===== config.mk =====
export PLATFORM = sky130hd
export DESIGN_NAME = alu_op_sequencer_flat
export DESIGN_NICKNAME = d
export VERILOG_FILES = /design/src/rtl/alu_op_sequencer_if.sv /design/src/rtl/alu_op_sequencer.sv /design/src/flat_wrapper.sv
export SDC_FILE = /design/constraint.sdc
export NUM_CORES = 1
export LEC_CHECK = 0
export CAP_MARGIN = 10
export CORE_ASPECT_RATIO = 1.25
export CORE_UTILIZATION = 57
export CTS_BUF_LIST = sky130_fd_sc_hd__clkbuf_8
export DETAILED_ROUTE_END_ITERATION = 12
export PLACE_DENSITY = 0.89
export SLEW_MARGIN = 20
export SYNTH_ARGS = -nofsm -noshare
export SYNTH_HDL_FRONTEND = slang
export SYNTH_SLANG_ARGS = --single-unit

===== constraint.sdc =====
create_clock -name clock -period 20.7 [get_ports clock]
set_input_delay 2.07 -clock clock [delete_from_list [all_inputs] [get_ports clock]]
set_output_delay 2.07 -clock clock [all_outputs]
set_load 0.005 [all_outputs]

===== src/rtl/alu_op_sequencer_if.sv =====
// Operation request/result bundle between the control unit, the sequencer and the external ALU.
interface alu_op_sequencer_if #(
   parameter int DATA_WIDTH = 32
);
   logic                      start;
   logic [3:0]                op_in;
   logic [DATA_WIDTH-1:0]     a_in;
   logic [DATA_WIDTH-1:0]     b_in;
   logic [DATA_WIDTH-1:0]     alu_a;
   logic [DATA_WIDTH-1:0]     alu_b;
   logic [3:0]                alu_op;
   logic [2*DATA_WIDTH-1:0]   alu_result;
   logic                      busy;
   logic                      done;
   logic [DATA_WIDTH-1:0]     z_hi;
   logic [DATA_WIDTH-1:0]     z_lo;
   logic                      div_zero;

   // master: control unit plus combinational ALU; slave: the sequencer
   modport master (
      output start, op_in, a_in, b_in, alu_result,
      input  alu_a, alu_b, alu_op, busy, done, z_hi, z_lo, div_zero
   );
   modport slave (
      input  start, op_in, a_in, b_in, alu_result,
      output alu_a, alu_b, alu_op, busy, done, z_hi, z_lo, div_zero
   );
endinterface


===== src/rtl/alu_op_sequencer.sv =====
// Start/done sequencer around the combinational ALU that owns the Z (HI:LO) register.
// Single-cycle ops use the external ALU; MUL/DIV run 32 signed shift-add / restoring-divide steps.
module alu_op_sequencer #(
   parameter int DATA_WIDTH = 32
) (
   input  logic              clock,
   input  logic              clear,
   alu_op_sequencer_if.slave bus
);
   localparam int W  = DATA_WIDTH;
   localparam int CW = $clog2(W);
   localparam logic [3:0] OP_AND = 4'd1;
   localparam logic [3:0] OP_MUL = 4'd12;
   localparam logic [3:0] OP_DIV = 4'd13;

   typedef enum logic [2:0] {S_IDLE, S_EXEC, S_ITER, S_FIX, S_DONE} state_t;
   state_t state, state_nxt;

   logic [3:0]     op_q;
   logic [W-1:0]   a_q, b_q;
   logic           sign_a, sign_b;
   logic [W-1:0]   mag;        // |A| for MUL, |B| for DIV
   logic [2*W-1:0] acc;        // MUL: {hi, lo=multiplier}; DIV: {remainder, quotient}
   logic [CW-1:0]  count;
   logic [W-1:0]   z_hi, z_lo;
   logic           div_zero;

   logic [W-1:0]   abs_a, abs_b;
   logic [W:0]     mul_sum;
   logic [2*W-1:0] mul_next;
   logic [W:0]     div_shift;
   logic           div_ok;
   logic [W-1:0]   rem_sub;
   logic [2*W-1:0] div_next;
   logic [W-1:0]   quo_fix, rem_fix;

   assign abs_a = bus.a_in[W-1] ? -bus.a_in : bus.a_in;
   assign abs_b = bus.b_in[W-1] ? -bus.b_in : bus.b_in;

   assign mul_sum  = {1'b0, acc[2*W-1:W]} + (acc[0] ? {1'b0, mag} : {(W+1){1'b0}});
   assign mul_next = {mul_sum, acc[W-1:1]};

   assign div_shift = {acc[2*W-1:W], acc[W-1]};
   assign div_ok    = (div_shift >= {1'b0, mag});
   assign rem_sub   = div_shift[W-1:0] - mag;
   assign div_next  = div_ok ? {rem_sub, acc[W-2:0], 1'b1}
                             : {div_shift[W-1:0], acc[W-2:0], 1'b0};

   assign quo_fix = (sign_a != sign_b) ? -acc[W-1:0] : acc[W-1:0];
   assign rem_fix = sign_a ? -acc[2*W-1:W] : acc[2*W-1:W];

   always_ff @(posedge clock or posedge clear) begin
      if (clear) state <= S_IDLE;
      else       state <= state_nxt;
   end

   always_comb begin
      state_nxt = state;
      case (state)
         S_IDLE: begin
            if (bus.start) begin
               if (bus.op_in == OP_DIV && bus.b_in == '0)
                  state_nxt = S_FIX;
               else if (bus.op_in == OP_MUL || bus.op_in == OP_DIV)
                  state_nxt = S_ITER;
               else
                  state_nxt = S_EXEC;
            end
         end
         S_EXEC:  state_nxt = S_DONE;
         S_ITER:  if (count == CW'(W-1)) state_nxt = S_FIX;
         S_FIX:   state_nxt = S_DONE;
         S_DONE:  state_nxt = S_IDLE;
         default: state_nxt = S_IDLE;
      endcase
   end

   always_comb begin
      bus.busy = (state != S_IDLE);
      bus.done = (state == S_DONE);
   end

   always_ff @(posedge clock or posedge clear) begin
      if (clear) begin
         op_q     <= '0;
         a_q      <= '0;
         b_q      <= '0;
         sign_a   <= 1'b0;
         sign_b   <= 1'b0;
         mag      <= '0;
         acc      <= '0;
         count    <= '0;
         z_hi     <= '0;
         z_lo     <= '0;
         div_zero <= 1'b0;
      end else begin
         case (state)
            S_IDLE: begin
               if (bus.start) begin
                  op_q     <= (bus.op_in >= 4'd14) ? OP_AND : bus.op_in;
                  a_q      <= bus.a_in;
                  b_q      <= bus.b_in;
                  sign_a   <= bus.a_in[W-1];
                  sign_b   <= bus.b_in[W-1];
                  count    <= '0;
                  div_zero <= 1'b0;
                  if (bus.op_in == OP_MUL) begin
                     mag <= abs_a;
                     acc <= {{W{1'b0}}, abs_b};
                  end else begin
                     mag <= abs_b;
                     acc <= {{W{1'b0}}, abs_a};
                  end
               end
            end
            S_EXEC: {z_hi, z_lo} <= bus.alu_result;
            S_ITER: begin
               acc   <= (op_q == OP_MUL) ? mul_next : div_next;
               count <= count + 1'b1;
            end
            S_FIX: begin
               if (op_q == OP_MUL) begin
                  {z_hi, z_lo} <= (sign_a != sign_b) ? -acc : acc;
               end else if (b_q == '0) begin
                  z_lo     <= '1;
                  z_hi     <= a_q;
                  div_zero <= 1'b1;
               end else begin
                  z_lo <= quo_fix;
                  z_hi <= rem_fix;
               end
            end
            default: ;
         endcase
      end
   end

   assign bus.alu_a    = a_q;
   assign bus.alu_b    = b_q;
   assign bus.alu_op   = op_q;
   assign bus.z_hi     = z_hi;
   assign bus.z_lo     = z_lo;
   assign bus.div_zero = div_zero;
endmodule


===== src/flat_wrapper.sv =====
// flat-port wrapper written by rule: the top's interface ports become plain ports
module alu_op_sequencer_flat 
#(
   parameter int DATA_WIDTH = 32
)
  (clock, clear, bus_start, bus_op_in, bus_a_in, bus_b_in, bus_alu_result, bus_alu_a, bus_alu_b, bus_alu_op, bus_busy, bus_done, bus_z_hi, bus_z_lo, bus_div_zero);
  alu_op_sequencer_if #(.DATA_WIDTH(DATA_WIDTH)) bus_i ();
  input  logic clock;
  input  logic clear;
  input wire logic [$bits(bus_i.start)-1:0] bus_start;
  input wire logic [$bits(bus_i.op_in)-1:0] bus_op_in;
  input wire logic [$bits(bus_i.a_in)-1:0] bus_a_in;
  input wire logic [$bits(bus_i.b_in)-1:0] bus_b_in;
  input wire logic [$bits(bus_i.alu_result)-1:0] bus_alu_result;
  output wire logic [$bits(bus_i.alu_a)-1:0] bus_alu_a;
  output wire logic [$bits(bus_i.alu_b)-1:0] bus_alu_b;
  output wire logic [$bits(bus_i.alu_op)-1:0] bus_alu_op;
  output wire logic [$bits(bus_i.busy)-1:0] bus_busy;
  output wire logic [$bits(bus_i.done)-1:0] bus_done;
  output wire logic [$bits(bus_i.z_hi)-1:0] bus_z_hi;
  output wire logic [$bits(bus_i.z_lo)-1:0] bus_z_lo;
  output wire logic [$bits(bus_i.div_zero)-1:0] bus_div_zero;
  assign bus_i.start = bus_start;
  assign bus_i.op_in = bus_op_in;
  assign bus_i.a_in = bus_a_in;
  assign bus_i.b_in = bus_b_in;
  assign bus_i.alu_result = bus_alu_result;
  assign bus_alu_a = bus_i.alu_a;
  assign bus_alu_b = bus_i.alu_b;
  assign bus_alu_op = bus_i.alu_op;
  assign bus_busy = bus_i.busy;
  assign bus_done = bus_i.done;
  assign bus_z_hi = bus_i.z_hi;
  assign bus_z_lo = bus_i.z_lo;
  assign bus_div_zero = bus_i.div_zero;
  alu_op_sequencer #(.DATA_WIDTH(DATA_WIDTH)) u_core (.clock(clock), .clear(clear), .bus(bus_i));
endmodule

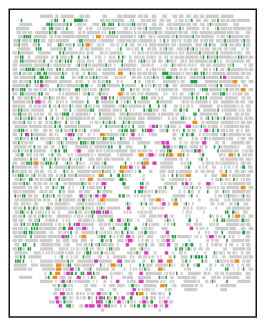
(run_1/gates.png)
Scale: 1.5 px per um.
- orange: mux cells (cells 36; where widely spread)
- green: nand cells (cells 608; where widely spread)
- magenta: non-inverting ao/oa cells (cells 79)
logic gate fraction of the total cell area: 52.78%
most common cell after layout, fill and taps aside: sky130_fd_sc_hd__nand2_1
number of standard cells in the final layout excluding fillers: 3061

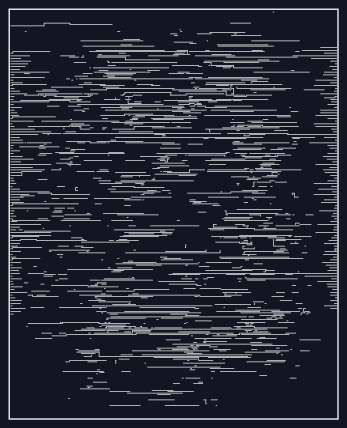
(run_1/m3.png)
Scale: 2 px per um.
- longest straight run: 81.9 um
- nets with wire on the layer: 576
- share of all routed wire: 12%
- wire length on this layer: 9150 um
global routing met3 resource utilization: 10.35%
Final Routed Wirelength: 73.75 mm
total number of vias: 20740

==> impl_report.txt, run 1 <==
FLOW METRICS REPORT
----------------------------------------------------
[Yosys]
  Number of warnings issued by yosys ........................ 0
  Post-synth net total ........................ 2672
  Mux share of post-synthesis cell area ........................ 1.995%
  Share of flip-flops with an asynchronous set or reset ........................ 100.0%
  Area contributors post-synth ........................ sky130_fd_sc_hd__dfrtp_1 32%, sky130_fd_sc_hd__nand2_1 10%, sky130_fd_sc_hd__o21ai_0 6.2%
  Number of synthesized register bits ........................ 237
  Post-synthesis adder-cell area fraction ........................ 4.918%
  Mapped Area ........................ 0.01862 mm^2
  Logic family by area ........................ AND-OR/OR-AND gates
  Simple-gate area share of the yosys netlist ........................ 23.04%
  Ys cells ........................ around 2500
  Per-instance average area after synthesis ........................ 7.555 um^2
  Top-area cell share ........................ 31.84%
  Largest area contributor in the synthesized netlist ........................ sky130_fd_sc_hd__dfrtp_1
  Most instantiated flip-flop cell in the synthesis netlist ........................ sky130_fd_sc_hd__dfrtp_1
  Post-synth seq share ........................ approximately a third
  Library cell with the highest instance count after synthesis ........................ sky130_fd_sc_hd__nand2_1
  Aoi share ........................ 24.98%

[STA]
  Number of max-slew violations in the final report ........................ 0
  Maximum achievable frequency ........................ around 0.22 GHz
  Final setup fails ........................ 0
  Endpoints failing hold ........................ 0
  Slew @ Worst Pin ........................ 1147 ps
  RSZ-0062 raised after global routing ........................ false
  Tcrit/Tclk final ........................ 22.44%
  Post-route setup TNS ........................ 0 ps
  Slew HR ........................ 23.26%

[Cells and area]
  Non-clock buffer contribution to total cell area ........................ between 10 and 15%
  Largest area class, layout ........................ multi-input combinational cells
  Non-clock buffer total of the final layout ........................ between 200 and 300
  Post-layout utilization of the core ........................ 69.82%
  Layout cells sized above 1 ........................ around 4.9%
  Area delta synth->final ........................ 19.85%
  Filler cell count ........................ ~2600
  Final layout net count ........................ 2822
  Sequential fraction of total cell area ........................ about a quarter
  Combinational cell area excluding buffers and inverters ........................ about 0.012 mm^2
  Layout clock buffers ........................ between 50 and 60
  Seq cells ........................ 237
  Final non-filler cell area ........................ 0.02232 mm^2

[Floorplan]
  Count of standard-cell rows ........................ 73
  Number of well taps ........................ approximately 410
  I/O Pins ........................ about 270
  Die outline height ........................ 204.1 um
  Area of the placeable core ........................ 0.03197 mm^2
  Total die area ........................ roughly 0.033 mm^2

[Power and ir drop]
  Peak supply drop ........................ 0.07608 mV
  Internal power ........................ roughly 0.0016 W
  P_comb ........................ roughly 0.0016 W
  Fraction of power consumed by sequential logic ........................ about 30%
  Sequential-cell power consumption ........................ ~0.00088 W
  Top power consumer group ........................ combinational logic
  Power Density ........................ roughly 130 mW/mm^2
  Cell leakage power ........................ 9.876 nW
  Switching power ........................ 0.001377 W

[Critical path]
  Worst setup path endpoint ........................ bus_busy
  Cell count of the worst reg-to-reg path ........................ 13
  CP Max Fanout ........................ just over 90
  CP Launch Type ........................ flop
  Worst path top cell family by delay ........................ buffers and inverters
  Reg-to-reg endpoint ........................ u_core.acc[59]
  Number of stages on the worst setup path ........................ 4
  Endpoint required time on the critical path ........................ 18630 ps
  R2R setup slack ........................ 16460 ps
  Category of the worst setup path capture point ........................ primary output
  Setup CP Type ........................ reg2out

[CTS]
  Number of setup buffers added after CTS ........................ 0
  Maximum level of the CTS H-tree ........................ 2
  TritonCTS clock tree ........................ done
  CTS root buffer ........................ sky130_fd_sc_hd__clkbuf_8
  CTS Buffer Depth ........................ 3
  Clock transition at path regs ........................ 60 ps
  Number of buffers added to fix hold violations after cts ........................ 0

[Routing]
  Met3 Wirelength ........................ 9.153 mm
  Length of the first detailed-routing pass in iterations ........................ 6
  DRC violations left ........................ 0
  Number of antenna-violating nets in the routed design ........................ 0
  Wire length on met1 ........................ 25.72 mm
  DR WL/cell ........................ 24.09 um
  DR WL met2 ........................ around 33 mm

[GRT]
  Global-route congestion overflow total ........................ 0
  All-layer global routing usage ........................ 43.93%
  Number of antenna violations at the first check in global routing ........................ 4
  Number of global-route vias before repair ........................ a little under 20000
  Pin count of the biggest net entering global routing ........................ ~110
  Met2 demand-to-capacity share in global routing ........................ around 70%
  Peak-usage layer in the global routing report ........................ met2

[Run status]
  Result of the run ........................ complete, no violations

[Placed design]
  Cell area reported after detailed placement ........................ 0.02134 mm^2
  Final weighted congestion in routability-driven placement ........................ between 1 and 1.5

----------------------------------------------------
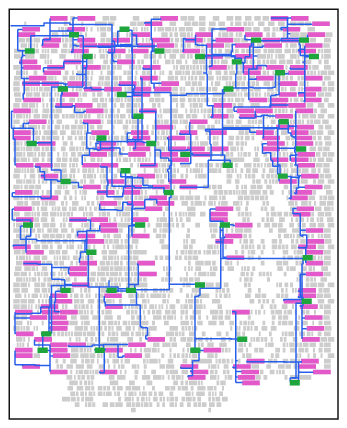
(run_1/clock_wires.png)
Scale: 2 px per um.
- blue: clock wires (length 3580 um)
- green: clock-net drivers (count 42)
- magenta: flip-flops (count 237)
- routed clock nets: 43
- flops lie: widely spread
clk latency late pin: 600 ps
clock group share of total power: 17.1%
worst-case clock skew: 26.49 ps
Clock Power: 0.000510 W

==> run 1: worst min path at each step <==
stage                                     end           startpoint  cells after the start
final                      u_core.bus.z_hi[8]   u_core.bus.z_hi[8]                      2
after global routing       u_core.bus.z_lo[9]   u_core.bus.z_lo[9]                      2
after CTS                  u_core.bus.z_hi[8]   u_core.bus.z_hi[8]                      2
after detailed placement  u_core.bus.z_lo[11]  u_core.bus.z_lo[11]                      2
after global placement     u_core.bus.z_lo[5]   u_core.bus.z_lo[5]                      2
after floorplan                u_core.mag[21]       u_core.mag[21]                      2
==> run 1: state kept, by name (all words and copies together) (netlist names), 3 cells and up <==
register,flops
u_core.acc,64
u_core.bus.alu_a,31
u_core.bus.alu_b,32
u_core.bus.alu_op,4
u_core.bus.z_hi,32
u_core.bus.z_lo,32
u_core.count,5
u_core.mag,32
u_core.state,3
--- run 2 (diff from run 1) ---
CORE_UTILIZATION = 52   (was 57)
PLACE_DENSITY = 0.86   (was 0.89)
clock period = 3.84 ns   (was 20.7 ns; I/O delays follow)
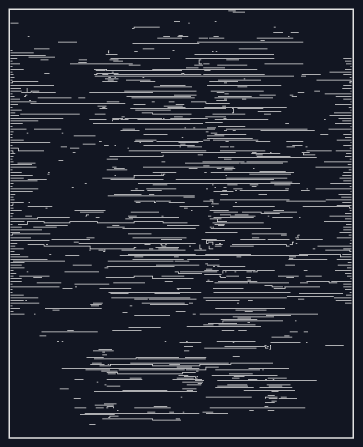
(run_2/m3.png)
Scale: 2 px per um.
- nets with wire on the layer: 548
- longest straight run: 99.4 um
Final Routed Wirelength: 76.92 mm
global routing met3 resource utilization: 9.284%

==> impl_report.txt, run 2 <==
FLOW METRICS REPORT
----------------------------------------------------
[Power and ir drop]
  Cell leakage power ........................ 10.23 nW
  Power Density ........................ 703.1 mW/mm^2
  Clock Power ........................ 0.00236 W
  Peak supply drop ........................ 0.3997 mV
  Top power consumer group ........................ combinational logic

[Cells and area]
  Layout clock buffers ........................ 50
  Register containing the most flip-flops in the final layout ........................ u_core.acc
  Largest area class, layout ........................ multi-input combinational cells
  Number of flip-flops under the largest register name ........................ 64
  Sequential fraction of total cell area ........................ 25.87%
  Non-clock buffer total of the final layout ........................ 371
  Combinational cell area excluding buffers and inverters ........................ 0.01177 mm^2
  Number of standard cells in the final layout excluding fillers ........................ roughly 3200
  Seq cells ........................ 237
  Final layout net count ........................ 2902
  Post-layout utilization of the core ........................ 64.86%

[CTS]
  Number of setup buffers added after CTS ........................ 0
  CTS Buffer Depth ........................ 3
  Clk latency late pin ........................ roughly 600 ps
  CTS root buffer ........................ sky130_fd_sc_hd__clkbuf_8
  Maximum level of the CTS H-tree ........................ 2
  TritonCTS clock tree ........................ done

[GRT]
  Pin count of the biggest net entering global routing ........................ 109
  Global-route congestion overflow total ........................ 0
  Met2 demand-to-capacity share in global routing ........................ 65.29%
  Number of antenna violations at the first check in global routing ........................ 1
  Number of global-route vias before repair ........................ around 19000

[STA]
  Worst-case clock skew ........................ 33.62 ps
  Final setup fails ........................ 0
  Slew @ Worst Pin ........................ 1050 ps
  RSZ-0062 raised after global routing ........................ false
  Slew HR ........................ around 30%
  Endpoints failing hold ........................ 0
  Post-route setup TNS ........................ 0 ps

[Yosys]
  Simple-gate area share of the yosys netlist ........................ 23.04%
  Logic family by area ........................ AND-OR/OR-AND gates
  Per-instance average area after synthesis ........................ 7.555 um^2
  Most instantiated flip-flop cell in the synthesis netlist ........................ sky130_fd_sc_hd__dfrtp_1
  Mux share of post-synthesis cell area ........................ roughly 2.0%
  Library cell with the highest instance count after synthesis ........................ sky130_fd_sc_hd__nand2_1
  Post-synth net total ........................ about 2700
  Share of flip-flops with an asynchronous set or reset ........................ 100.0%
  Ys cells ........................ 2465
  Largest area contributor in the synthesized netlist ........................ sky130_fd_sc_hd__dfrtp_1
  Post-synthesis adder-cell area fraction ........................ 4.918%
  Aoi share ........................ 24.98%
  Area contributors post-synth ........................ sky130_fd_sc_hd__dfrtp_1 32%, sky130_fd_sc_hd__nand2_1 10%, sky130_fd_sc_hd__o21ai_0 6.2%
  Top-area cell share ........................ 31.84%
  Number of warnings issued by yosys ........................ 0
  Post-synth seq share ........................ 31.84%

[Routing]
  DR WL/cell ........................ 24.08 um
  Length of the first detailed-routing pass in iterations ........................ 6
  DRC violations left ........................ 0
  Met3 Wirelength ........................ around 8.1 mm
  Wire length on met1 ........................ 29.13 mm
  Total number of vias ........................ around 21000

[Floorplan]
  I/O Pins ........................ 270
  Area of the placeable core ........................ 0.03536 mm^2
  Count of standard-cell rows ........................ 77
  Die outline height ........................ 213.6 um
  Total die area ........................ between 0.03 and 0.04 mm^2

[Critical path]
  Worst path top cell family by delay ........................ simple AND/OR/NAND/NOR gates
  Number of stages on the worst setup path ........................ 8
  Setup CP Type ........................ reg2reg
  CP Max Fanout ........................ 5
  Worst setup path endpoint ........................ u_core.bus.z_hi[25]
  Category of the worst setup path capture point ........................ flop
  CP Launch Type ........................ flop

[Run status]
  Result of the run ........................ complete, no violations

[Placed design]
  Cell area reported after detailed placement ........................ roughly 0.022 mm^2

----------------------------------------------------
## run 2: netlist changes by cell type in the layout (fill, tap and decap cells not counted)
cell / change
sky130_fd_sc_hd__buf_4: +72
sky130_fd_sc_hd__buf_12: +9
sky130_fd_sc_hd__bufinv_16: -4
sky130_fd_sc_hd__clkbuf_8: -3
sky130_fd_sc_hd__diode_2: -2
sky130_fd_sc_hd__inv_8: -1
sky130_fd_sc_hd__nand2_1: +1
sky130_fd_sc_hd__nand2_2: -1
sky130_fd_sc_hd__nor2_1: -1
sky130_fd_sc_hd__nor2_2: +1
sky130_fd_sc_hd__o21ai_2: +1
sky130_fd_sc_hd__o21ai_4: -1
Power figures rest on the tool's default switching activity, not on a simulated workload.
